### src/rtl/intf2_wr_sched_if.sv
// Handshake/bus bundle between the INTERFACE2 write-side scheduler and its surroundings.
// ERR / ERR_CLR exist only when INTF2_SCHED_ERR_EN is defined.
interface intf2_wr_sched_if #(
  parameter int AW = 4
);
  logic          START;
  logic          EXTN_VLD;
  logic          HRMF_VLD;
  logic          SEL_EXTN;
  logic [1:0]    SEL_PERMW;
  logic [AW-1:0] WADDR;
  logic          WE;
  logic [1:0]    STAGE;
  logic          STAGE_START;
  logic          BUSY;
  logic          DONE;
`ifdef INTF2_SCHED_ERR_EN
  logic          ERR;
  logic          ERR_CLR;

  modport master (
    output START, EXTN_VLD, HRMF_VLD, ERR_CLR,
    input  SEL_EXTN, SEL_PERMW, WADDR, WE, STAGE, STAGE_START, BUSY, DONE, ERR
  );
  modport slave (
    input  START, EXTN_VLD, HRMF_VLD, ERR_CLR,
    output SEL_EXTN, SEL_PERMW, WADDR, WE, STAGE, STAGE_START, BUSY, DONE, ERR
  );
`else
  modport master (
    output START, EXTN_VLD, HRMF_VLD,
    input  SEL_EXTN, SEL_PERMW, WADDR, WE, STAGE, STAGE_START, BUSY, DONE
  );
  modport slave (
    input  START, EXTN_VLD, HRMF_VLD,
    output SEL_EXTN, SEL_PERMW, WADDR, WE, STAGE, STAGE_START, BUSY, DONE
  );
`endif
endinterface

### src/rtl/intf2_wr_sched.sv
// Write-side scheduler for the 4-bank FFT memory: one LOAD phase then LOG4N butterfly stages.
// Optional sticky misuse flag (ERR/ERR_CLR) enabled by defining INTF2_SCHED_ERR_EN.
module intf2_wr_sched #(
  parameter int LOG4N = 3,
  parameter int AW    = 2*(LOG4N-1)
) (
  input  logic CLK,
  input  logic RSTN,
  intf2_wr_sched_if.slave bus
);

  typedef enum logic [1:0] {S_IDLE, S_LOAD, S_STG, S_FIN} state_t;

  localparam logic [1:0] LAST_STAGE = 2'(LOG4N-1);

  state_t        state_q, state_d;
  logic [AW-1:0] g_q, g_d;
  logic [1:0]    stage_q, stage_d;
  logic [1:0]    perm_q;
  logic          ss_q, ss_d;
  logic          busy_q, done_q, sel_extn_q;
  logic          beat_ext, beat_hrmf, g_last;

  // Conflict-free rotation: base-4 digit sum of the beat index, modulo 4.
  function automatic logic [1:0] digit_sum(input logic [AW-1:0] g);
    logic [1:0] s;
    s = 2'd0;
    for (int i = 0; i < AW/2; i++) s = s + g[2*i +: 2];
    return s;
  endfunction

  assign beat_ext  = (state_q == S_LOAD) && bus.EXTN_VLD;
  assign beat_hrmf = (state_q == S_STG)  && bus.HRMF_VLD;
  // N/4 = 2^AW, so the last beat of a phase is the all-ones index.
  assign g_last    = &g_q;

  always_ff @(posedge CLK or negedge RSTN) begin
    if (!RSTN) state_q <= S_IDLE;
    else       state_q <= state_d;
  end

  always_comb begin
    state_d = state_q;
    g_d     = g_q;
    stage_d = stage_q;
    ss_d    = 1'b0;
    case (state_q)
      S_IDLE: begin
        if (bus.START) begin
          state_d = S_LOAD;
          g_d     = '0;
          stage_d = 2'd0;
        end
      end
      S_LOAD: begin
        if (beat_ext) begin
          if (g_last) begin
            state_d = S_STG;
            g_d     = '0;
            stage_d = 2'd0;
            ss_d    = 1'b1;
          end else begin
            g_d = g_q + AW'(1);
          end
        end
      end
      S_STG: begin
        if (beat_hrmf) begin
          if (g_last) begin
            g_d = '0;
            if (stage_q == LAST_STAGE) begin
              state_d = S_FIN;
            end else begin
              stage_d = stage_q + 2'd1;
              ss_d    = 1'b1;
            end
          end else begin
            g_d = g_q + AW'(1);
          end
        end
      end
      S_FIN: state_d = S_IDLE;
      default: state_d = S_IDLE;
    endcase
  end

  // Rotation is registered from the next index so it is settled before the beat arrives.
  always_ff @(posedge CLK or negedge RSTN) begin
    if (!RSTN) begin
      g_q        <= '0;
      perm_q     <= 2'd0;
      stage_q    <= 2'd0;
      ss_q       <= 1'b0;
      busy_q     <= 1'b0;
      done_q     <= 1'b0;
      sel_extn_q <= 1'b0;
    end else begin
      g_q        <= g_d;
      perm_q     <= digit_sum(g_d);
      stage_q    <= stage_d;
      ss_q       <= ss_d;
      busy_q     <= (state_d != S_IDLE);
      done_q     <= (state_d == S_FIN);
      sel_extn_q <= (state_d == S_STG);
    end
  end

`ifdef INTF2_SCHED_ERR_EN
  logic err_q, err_set;

  assign err_set = (bus.EXTN_VLD && (state_q != S_LOAD)) ||
                   (bus.HRMF_VLD && (state_q != S_STG))  ||
                   (bus.START && busy_q);

  always_ff @(posedge CLK or negedge RSTN) begin
    if (!RSTN)            err_q <= 1'b0;
    else if (bus.ERR_CLR) err_q <= 1'b0;
    else if (err_set)     err_q <= 1'b1;
  end

  assign bus.ERR = err_q;
`endif

  assign bus.SEL_EXTN    = sel_extn_q;
  assign bus.SEL_PERMW   = perm_q;
  assign bus.WADDR       = g_q;
  assign bus.WE          = beat_ext | beat_hrmf;
  assign bus.STAGE       = stage_q;
  assign bus.STAGE_START = ss_q;
  assign bus.BUSY        = busy_q;
  assign bus.DONE        = done_q;

endmodule

### src/flat_wrapper.sv
// flat-port wrapper written by rule: the top's interface ports become plain ports
module intf2_wr_sched_flat 
#(
  parameter int LOG4N = 3,
  parameter int AW    = 2*(LOG4N-1)
)
  (CLK, RSTN, bus_START, bus_EXTN_VLD, bus_HRMF_VLD, bus_SEL_EXTN, bus_SEL_PERMW, bus_WADDR, bus_WE, bus_STAGE, bus_STAGE_START, bus_BUSY, bus_DONE);
  intf2_wr_sched_if #(.AW(AW)) bus_i ();
  input  logic CLK;
  input  logic RSTN;
  input wire logic [$bits(bus_i.START)-1:0] bus_START;
  input wire logic [$bits(bus_i.EXTN_VLD)-1:0] bus_EXTN_VLD;
  input wire logic [$bits(bus_i.HRMF_VLD)-1:0] bus_HRMF_VLD;
  output wire logic [$bits(bus_i.SEL_EXTN)-1:0] bus_SEL_EXTN;
  output wire logic [$bits(bus_i.SEL_PERMW)-1:0] bus_SEL_PERMW;
  output wire logic [$bits(bus_i.WADDR)-1:0] bus_WADDR;
  output wire logic [$bits(bus_i.WE)-1:0] bus_WE;
  output wire logic [$bits(bus_i.STAGE)-1:0] bus_STAGE;
  output wire logic [$bits(bus_i.STAGE_START)-1:0] bus_STAGE_START;
  output wire logic [$bits(bus_i.BUSY)-1:0] bus_BUSY;
  output wire logic [$bits(bus_i.DONE)-1:0] bus_DONE;
  assign bus_i.START = bus_START;
  assign bus_i.EXTN_VLD = bus_EXTN_VLD;
  assign bus_i.HRMF_VLD = bus_HRMF_VLD;
  assign bus_SEL_EXTN = bus_i.SEL_EXTN;
  assign bus_SEL_PERMW = bus_i.SEL_PERMW;
  assign bus_WADDR = bus_i.WADDR;
  assign bus_WE = bus_i.WE;
  assign bus_STAGE = bus_i.STAGE;
  assign bus_STAGE_START = bus_i.STAGE_START;
  assign bus_BUSY = bus_i.BUSY;
  assign bus_DONE = bus_i.DONE;
  intf2_wr_sched #(.LOG4N(LOG4N), .AW(AW)) u_core (.CLK(CLK), .RSTN(RSTN), .bus(bus_i));
endmodule
### config.mk
export PLATFORM = sky130hd
export DESIGN_NAME = intf2_wr_sched_flat
export DESIGN_NICKNAME = d
export VERILOG_FILES = /design/src/rtl/intf2_wr_sched_if.sv /design/src/rtl/intf2_wr_sched.sv /design/src/flat_wrapper.sv
export SDC_FILE = /design/constraint.sdc
export NUM_CORES = 1
export LEC_CHECK = 0
export CAP_MARGIN = 20
export CORE_AREA = 2 2 55 57
export DETAILED_ROUTE_END_ITERATION = 10
export DIE_AREA = 0 0 57 59
export GPL_TIMING_DRIVEN = 1
export SLEW_MARGIN = 20
export SYNTH_ARGS = -nofsm -noshare
export SYNTH_HDL_FRONTEND = slang
export SYNTH_SLANG_ARGS = --single-unit
### constraint.sdc
create_clock -name CLK -period 3.5 [get_ports CLK]
set_input_delay 0.7 -clock CLK [delete_from_list [all_inputs] [get_ports CLK]]
set_output_delay 0.7 -clock CLK [all_outputs]
set_load 0.05 [all_outputs]
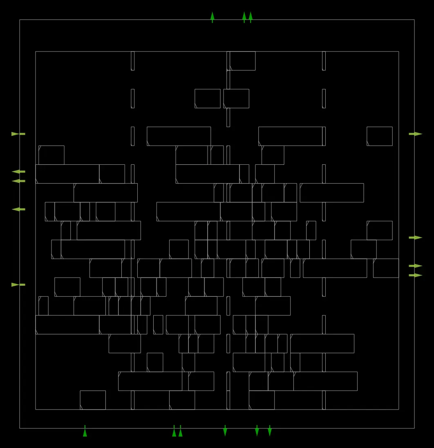
Run 1: cell placement
number of cell rows: 19
sequential share of cell area: 0.3329
sequential cell count: 14
core utilization of the finished layout: 0.3883
total number of tap cells: 31

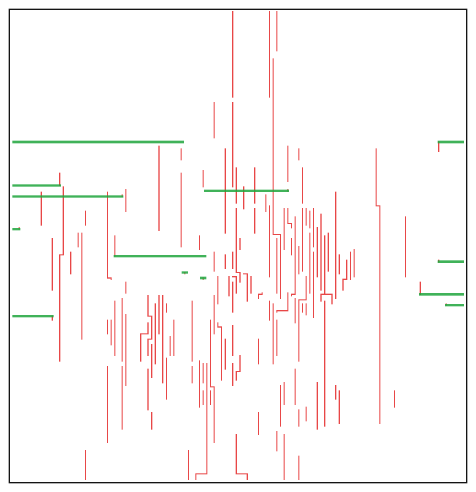
Run 1: signal wires by layer
(8 px per um) Two of the layers only.
[metal 3] green | wire length: 81.4 um
[metal 2] red | wire length: 715 um
gr usage total: 0.1172
number of vias after detailed routing: 669

==> Implementation_results.wiki, run 1 <==
=== Synthesis and place and route ===
{| class="wikitable"
! Metric !! Value
|-
| # hold bufs at CTS || 0
|-
| Number of instances in the synthesized netlist || around 87
|-
| Top power consumer group || combinational logic
|-
| Number of DRC markers after the initial detailed-route iteration || 5
|-
| Yosys chip area || between 800 and 900 um^2
|-
| Max Freq || ~340 MHz
|-
| Placed cells || between 100 and 150
|-
| Fraction of registers with async set or reset after synthesis || 1.000
|-
| Clock transition time at the flip-flop clock pins of the worst setup and hold paths || roughly 0.08 ns
|-
| Power in the clock group || ~120 uW
|-
| Count of TritonRoute iterations in the first routing pass || 4
|-
| Reg area || ~350 um^2
|-
| Log Warnings || 30
|-
| Startpoint of the worst setup timing path || bus_HRMF_VLD
|-
| Placed instance area || between 1000 and 1500 um^2
|-
| Met2 wire length || approximately 700 um
|-
| Number of distinct standard cells referenced by the synthesized netlist || 24
|-
| Vias in the first global route || around 670
|-
| CP max stage cell || clkdlybuf4s50_1
|-
| Total of max-cap violations || 0
|-
| Core region area || roughly 2700 um^2
|-
| Total wire length || roughly 1600 um
|-
| Dominant kind of combinational cell || simple AND/OR/NAND/NOR gates
|-
| Chain of cells forming the critical path || clkdlybuf4s50_1 > a22oi_2 > inv_1 > clkdlybuf4s50_1
|-
| Top cell excl fill/tap || clkdlybuf4s50_1
|-
| Data required time at the worst endpoint || roughly 2.8 ns
|-
| Worst setup path endpoint || bus_WE
|-
| Library cell appearing most often on the critical path || clkdlybuf4s50_1
|-
| Share of synthesized cell area in and-or and or-and compound cells || 0.1736
|-
| Cell taking the most area after synthesis || dfrtp_1
|-
| Count of buffering cells on the critical path with inverters included || 3
|-
| Logic pwr share || 0.514
|-
| Largest net degree at the start of global routing || 15
|-
| Number of nets in the layout || 122
|-
| Critical path depth in cells || 4
|-
| Run status || complete, no violations
|-
| Share of power burned in registers || 0.320
|-
| Fraction of the mapped netlist area in simple logic gates || 0.2031
|-
| Slack of the worst reg-to-reg path || roughly 1.3 ns
|-
| Pre-placement core utilization || 0.2978
|-
| Worst-case vdd ir drop || ~0.38 mV
|-
| Post-CTS Setup Repair Bufs || 0
|-
| Wire length of the first global-routing pass || 2946 um
|-
| Final Setup Violations || 0
|-
| Die outline height || about 59 um
|-
| Post-Syn Area || between 800 and 900 um^2
|-
| Total power consumption of the routed design || about 700 uW
|-
| CTS root buf || clkbuf_4
|-
| Total of fill cells in the finished design || 292
|-
| Final clock-cell share || 0.03448
|-
| Top cells by count || 14 x dfrtp_1, 13 x nand2_1, 10 x o21ai_0, 8 x ha_1, 8 x nor2_1
|-
| Post-route antenna net violation count || 0
|-
| Max Buffers Root-to-Sink || 2
|-
| Chip footprint || approximately 3400 um^2
|-
| Met2 track utilization from global routing || 0.1773
|-
| Weighted congestion at the end of routability-driven global placement || 0.8659
|-
| Worst slew slack as a fraction of its limit || 0.5755
|-
| Clock insertion delay at the later pin of the skew report || 0.28 ns
|-
| Switching power share of the total || 0.4483
|-
| Number of clock buffers in the layout || 4
|-
| LEAKAGE || approximately 0.48 nW
|-
| Type of destination of the critical path || output port
|-
| Area share of buffers outside the clock network || 0.1617
|-
| Area share of the leading cell type in the synthesized netlist || 0.4341
|-
| Combinational group power || around 360 uW
|-
| Kind of critical path || primary input to output port
|-
| Met1 global-route usage || 0.1472
|-
| Unrepaired setup endpoints after global routing || false
|-
| Most repeated cell in the gate-level netlist after synthesis || dfrtp_1
|-
| Antenna diode count || 0
|-
| Total overflow reported by the global router || 0
|-
| Logic area || about 430 um^2
|-
| DR vias/cell || a little under 5
|-
| Mux share || 0
|-
| Reg-to-reg startpoint || u_core.state_q[0]
|-
| Clock H-tree levels || 1
|-
| Critical register-to-register path endpoint || u_core.bus.SEL_PERMW[1]
|-
| Clock tree from TritonCTS || built
|-
| Total DRC errors in the routed layout || 0
|-
| Final Hold Vio Count || 0
|-
| Synth Flop Type || dfrtp_1
|-
| Psw || between 300 and 400 uW
|-
| XORs/XNORs by Area || 0.03256
|-
| Post-layout instance count excluding filler cells || approximately 140
|-
| Number of slew-limit violations in the final report || 0
|-
| Hold Startpoint || u_core.bus.STAGE[1]
|-
| Layer with the highest usage || met2
|-
| PwrDens || approximately 660 nW/um^2
|-
| Path type of the worst min-delay path || flop to flop
|-
| Setup TNS || 0 ns
|}
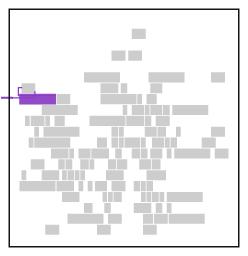
Run 1: wires at chosen ports, followed through buffers
(4 px per um)
[bus_BUSY] purple | bits: 1 | direction: output | end cells: 1 | buffers: 1 | wire: 19.4 um
top-level I/O count: 18
number of port buffers: 17

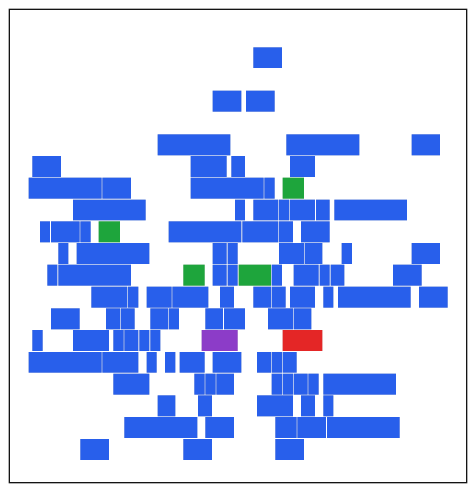
Run 1: sizing map
(8 px per um)
[_3 and _4 cells] green | cells: 4 | share: 3.7% | most used: clkbuf_4
[_6 and larger] red | cells: 1 | share: 0.93% | most used: clkbuf_8
[_0 and _1 cells] blue | cells: 102 | share: 94% | most used: clkdlybuf4s50_1
[_2 cells] purple | cells: 1 | share: 0.93% | most used: a22oi_2
growth of design area from synthesis to finish: 30.39%
final standard cell area without fillers: 1052 um^2
number of buffers other than clock buffers in the final layout: 17
smallest setup slack after layout: 0.5237 ns

## Run 2: what changed since run 1
CTS_CLUSTER_DIAMETER = 120   (was unset)
GPL_TIMING_DRIVEN = unset   (was 1)
==> Implementation_results.wiki, run 2 <==
=== Synthesis and place and route ===
{| class="wikitable"
! Metric !! Value
|-
| Area share of buffers outside the clock network || 0.1617 (unchanged)
|-
| Growth of design area from synthesis to finish || 30.39% (unchanged)
|-
| Synth Flop Type || dfrtp_1
|-
| Total DRC errors in the routed layout || 0 (unchanged)
|-
| Number of distinct standard cells referenced by the synthesized netlist || 24 (unchanged)
|-
| Run status || complete, no violations
|-
| Layer with the highest usage || met2
|-
| Library cell appearing most often on the critical path || clkdlybuf4s50_1
|-
| Count of TritonRoute iterations in the first routing pass || 4 (unchanged)
|-
| Setup TNS || 0 ns (unchanged)
|-
| Core utilization of the finished layout || 0.3883 (unchanged)
|-
| Met1 global-route usage || 0.1472 (unchanged)
|-
| Met2 track utilization from global routing || 0.1773 (unchanged)
|-
| Top cells by count || 14 x dfrtp_1, 13 x nand2_1, 10 x o21ai_0, 8 x ha_1, 8 x nor2_1
|-
| Number of instances in the synthesized netlist || 87 (unchanged)
|-
| Placed cells || 135 (unchanged)
|-
| Smallest setup slack after layout || 0.5237 ns (unchanged)
|-
| Worst slew slack as a fraction of its limit || 0.5755 (unchanged)
|-
| Fraction of registers with async set or reset after synthesis || 1.000 (unchanged)
|-
| Reg area || 350.3 um^2 (unchanged)
|-
| Dominant kind of combinational cell || simple AND/OR/NAND/NOR gates
|-
| Top power consumer group || combinational logic
|-
| Number of slew-limit violations in the final report || 0 (unchanged)
|-
| Weighted congestion at the end of routability-driven global placement || 0.8659 (unchanged)
|-
| Post-CTS Setup Repair Bufs || 0 (unchanged)
|-
| Post-layout instance count excluding filler cells || 139 (unchanged)
|-
| Number of buffers other than clock buffers in the final layout || 17 (unchanged)
|-
| Critical path depth in cells || 4 (unchanged)
|-
| Share of power burned in registers || 0.320 (about the same)
|-
| Max Freq || 336.0 MHz (unchanged)
|-
| CP max stage cell || clkdlybuf4s50_1
|-
| Slack of the worst reg-to-reg path || 1.26 ns (about the same)
|-
| Top-level I/O count || 18 (unchanged)
|-
| Unrepaired setup endpoints after global routing || false
|-
| Sequential share of cell area || 0.3329 (unchanged)
|-
| Number of nets in the layout || 122 (unchanged)
|-
| Met2 wire length || 714 um (unchanged)
|-
| Critical register-to-register path endpoint || u_core.bus.SEL_PERMW[1]
|-
| Die outline height || 59 um (unchanged)
|-
| Top cell excl fill/tap || clkdlybuf4s50_1
|-
| Cell taking the most area after synthesis || dfrtp_1
|-
| Number of port buffers || 17 (unchanged)
|-
| Number of vias after detailed routing || 669 (unchanged)
|-
| Vias in the first global route || 670 (unchanged)
|-
| Most repeated cell in the gate-level netlist after synthesis || dfrtp_1
|-
| Final standard cell area without fillers || 1052 um^2 (unchanged)
|-
| Count of buffering cells on the critical path with inverters included || 3 (unchanged)
|-
| Area share of the leading cell type in the synthesized netlist || 0.4341 (unchanged)
|-
| Switching power share of the total || 0.4483 (unchanged)
|-
| Hold Startpoint || u_core.bus.STAGE[1]
|-
| PwrDens || 664.7 nW/um^2 (unchanged)
|-
| Pre-placement core utilization || 0.2978 (unchanged)
|-
| Antenna diode count || 0 (unchanged)
|-
| Largest net degree at the start of global routing || 15 (unchanged)
|-
| Chip footprint || 3363 um^2 (unchanged)
|-
| Post-route antenna net violation count || 0 (unchanged)
|}
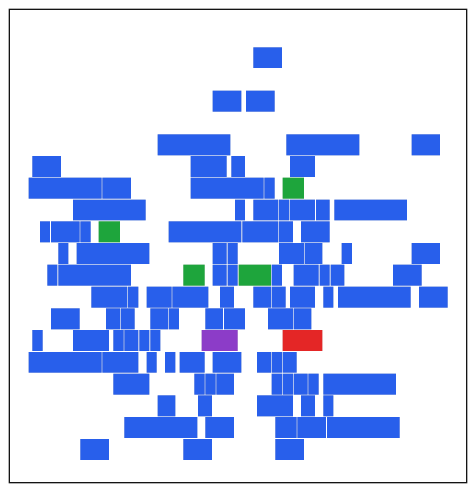
Run 2: sizing map
(8 px per um)
[_6 and larger] red | cells: 1 | share: 0.93% | most used: clkbuf_8
[_2 cells] purple | cells: 1 | share: 0.93% | most used: a22oi_2
[_3 and _4 cells] green | cells: 4 | share: 3.7% | most used: clkbuf_4
[_0 and _1 cells] blue | cells: 102 | share: 94% | most used: clkdlybuf4s50_1

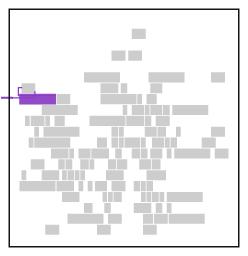
Run 2: wires at chosen ports, followed through buffers
(4 px per um)
[bus_BUSY] purple | bits: 1 | direction: output | end cells: 1 | buffers: 1 | wire: 19.4 um

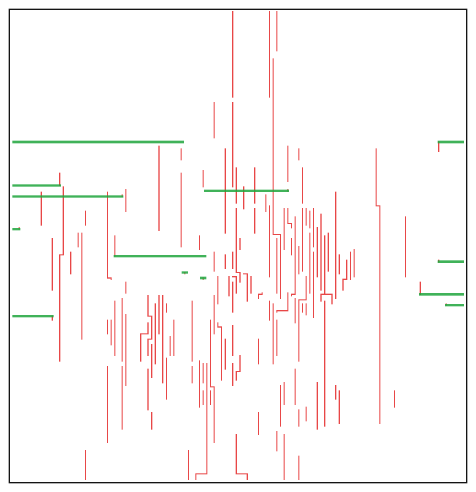
Run 2: signal wires by layer
(8 px per um) Two of the layers only.
[metal 3] green | wire length: 81.4 um
[metal 2] red | wire length: 715 um
mean routed wirelength per cell: 11.63 um
total wire length: 1616 um

## Run 3: what changed since run 2
RECOVER_POWER = 25   (was unset)
==> Implementation_results.wiki, run 3 <==
=== Synthesis and place and route ===
{| class="wikitable"
! Metric !! Value
|-
| Met2 track utilization from global routing || 0.1773 (unchanged)
|-
| Pre-placement core utilization || 0.2978 (unchanged)
|-
| Number of slew-limit violations in the final report || 0 (unchanged)
|-
| Chip footprint || 3363 um^2 (unchanged)
|-
| Sequential share of cell area || 0.3329 (unchanged)
|-
| Max Freq || 335.6 MHz (-0.13%)
|-
| Switching power share of the total || 0.4486 (about the same)
|-
| Mean routed wirelength per cell || 11.61 um (-0.12%)
|-
| Most repeated cell in the gate-level netlist after synthesis || dfrtp_1
|-
| Number of port buffers || 17 (unchanged)
|-
| Hold Startpoint || u_core.bus.STAGE[1]
|-
| Top power consumer group || combinational logic
|-
| Number of instances in the synthesized netlist || 87 (unchanged)
|-
| Antenna diode count || 0 (unchanged)
|-
| Growth of design area from synthesis to finish || 30.39% (unchanged)
|-
| Count of TritonRoute iterations in the first routing pass || 4 (unchanged)
|-
| Post-CTS Setup Repair Bufs || 0 (unchanged)
|-
| Setup TNS || 0 ns (unchanged)
|-
| Worst slew slack as a fraction of its limit || 0.5712 (-0.004249)
|-
| Top cell excl fill/tap || clkdlybuf4s50_1
|-
| Met2 wire length || 715 um (+0.14%)
|-
| Reg area || 350.3 um^2 (unchanged)
|-
| Top-level I/O count || 18 (unchanged)
|-
| Critical path depth in cells || 4 (unchanged)
|-
| Count of buffering cells on the critical path with inverters included || 3 (unchanged)
|-
| Share of power burned in registers || 0.320 (about the same)
|-
| Total DRC errors in the routed layout || 0 (unchanged)
|-
| Number of buffers other than clock buffers in the final layout || 17 (unchanged)
|-
| Weighted congestion at the end of routability-driven global placement || 0.8659 (unchanged)
|-
| Met1 global-route usage || 0.1472 (unchanged)
|-
| Vias in the first global route || 670 (unchanged)
|-
| Layer with the highest usage || met2
|-
| PwrDens || 664.7 nW/um^2 (about the same)
|-
| Number of distinct standard cells referenced by the synthesized netlist || 24 (unchanged)
|-
| Run status || complete, no violations
|-
| Area share of buffers outside the clock network || 0.1617 (unchanged)
|-
| Top cells by count || 14 x dfrtp_1, 13 x nand2_1, 10 x o21ai_0, 8 x ha_1, 8 x nor2_1
|-
| CP max stage cell || clkdlybuf4s50_1
|-
| Slack of the worst reg-to-reg path || 1.26 ns (about the same)
|}
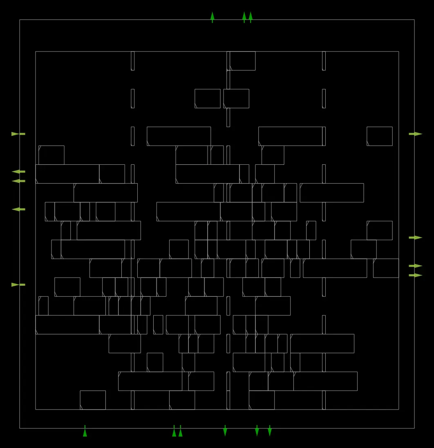
Run 3: cell placement
total of fill cells in the finished design: 292
core region area: 2710 um^2
post-layout instance count excluding filler cells: 139

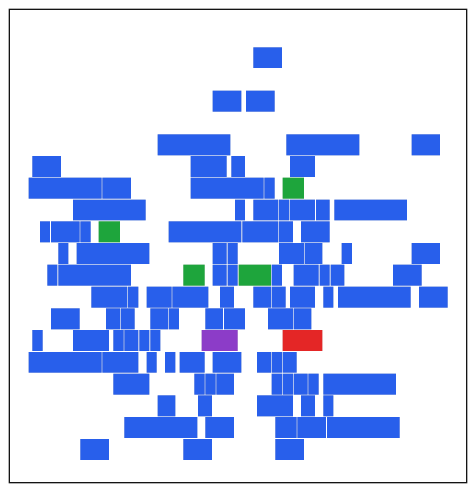
Run 3: sizing map
(8 px per um)
[_3 and _4 cells] green | cells: 4 | share: 3.7% | most used: clkbuf_4
[_6 and larger] red | cells: 1 | share: 0.93% | most used: clkbuf_8
[_2 cells] purple | cells: 1 | share: 0.93% | most used: a22oi_2
[_0 and _1 cells] blue | cells: 102 | share: 94% | most used: clkdlybuf4s50_1
smallest setup slack after layout: 0.5198 ns

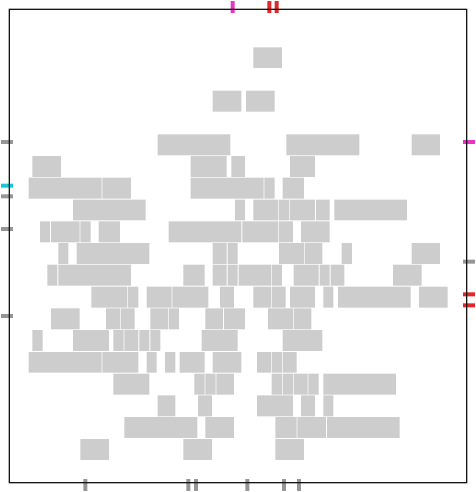
Run 3: pin map
(8 px per um) Pins as bars across the die edge, other pins in grey.
[bus_WADDR] red | pins: 4 | direction: output | edge: 2 top, 2 right
[bus_BUSY] cyan | pins: 1 | direction: output | edge: left
[bus_SEL_PERMW] magenta | pins: 2 | direction: output | edge: 1 top, 1 right
die outline height: 59 um
floorplan die width: 57 um

No activity file was given, so power comes from the tool's default toggle rates.
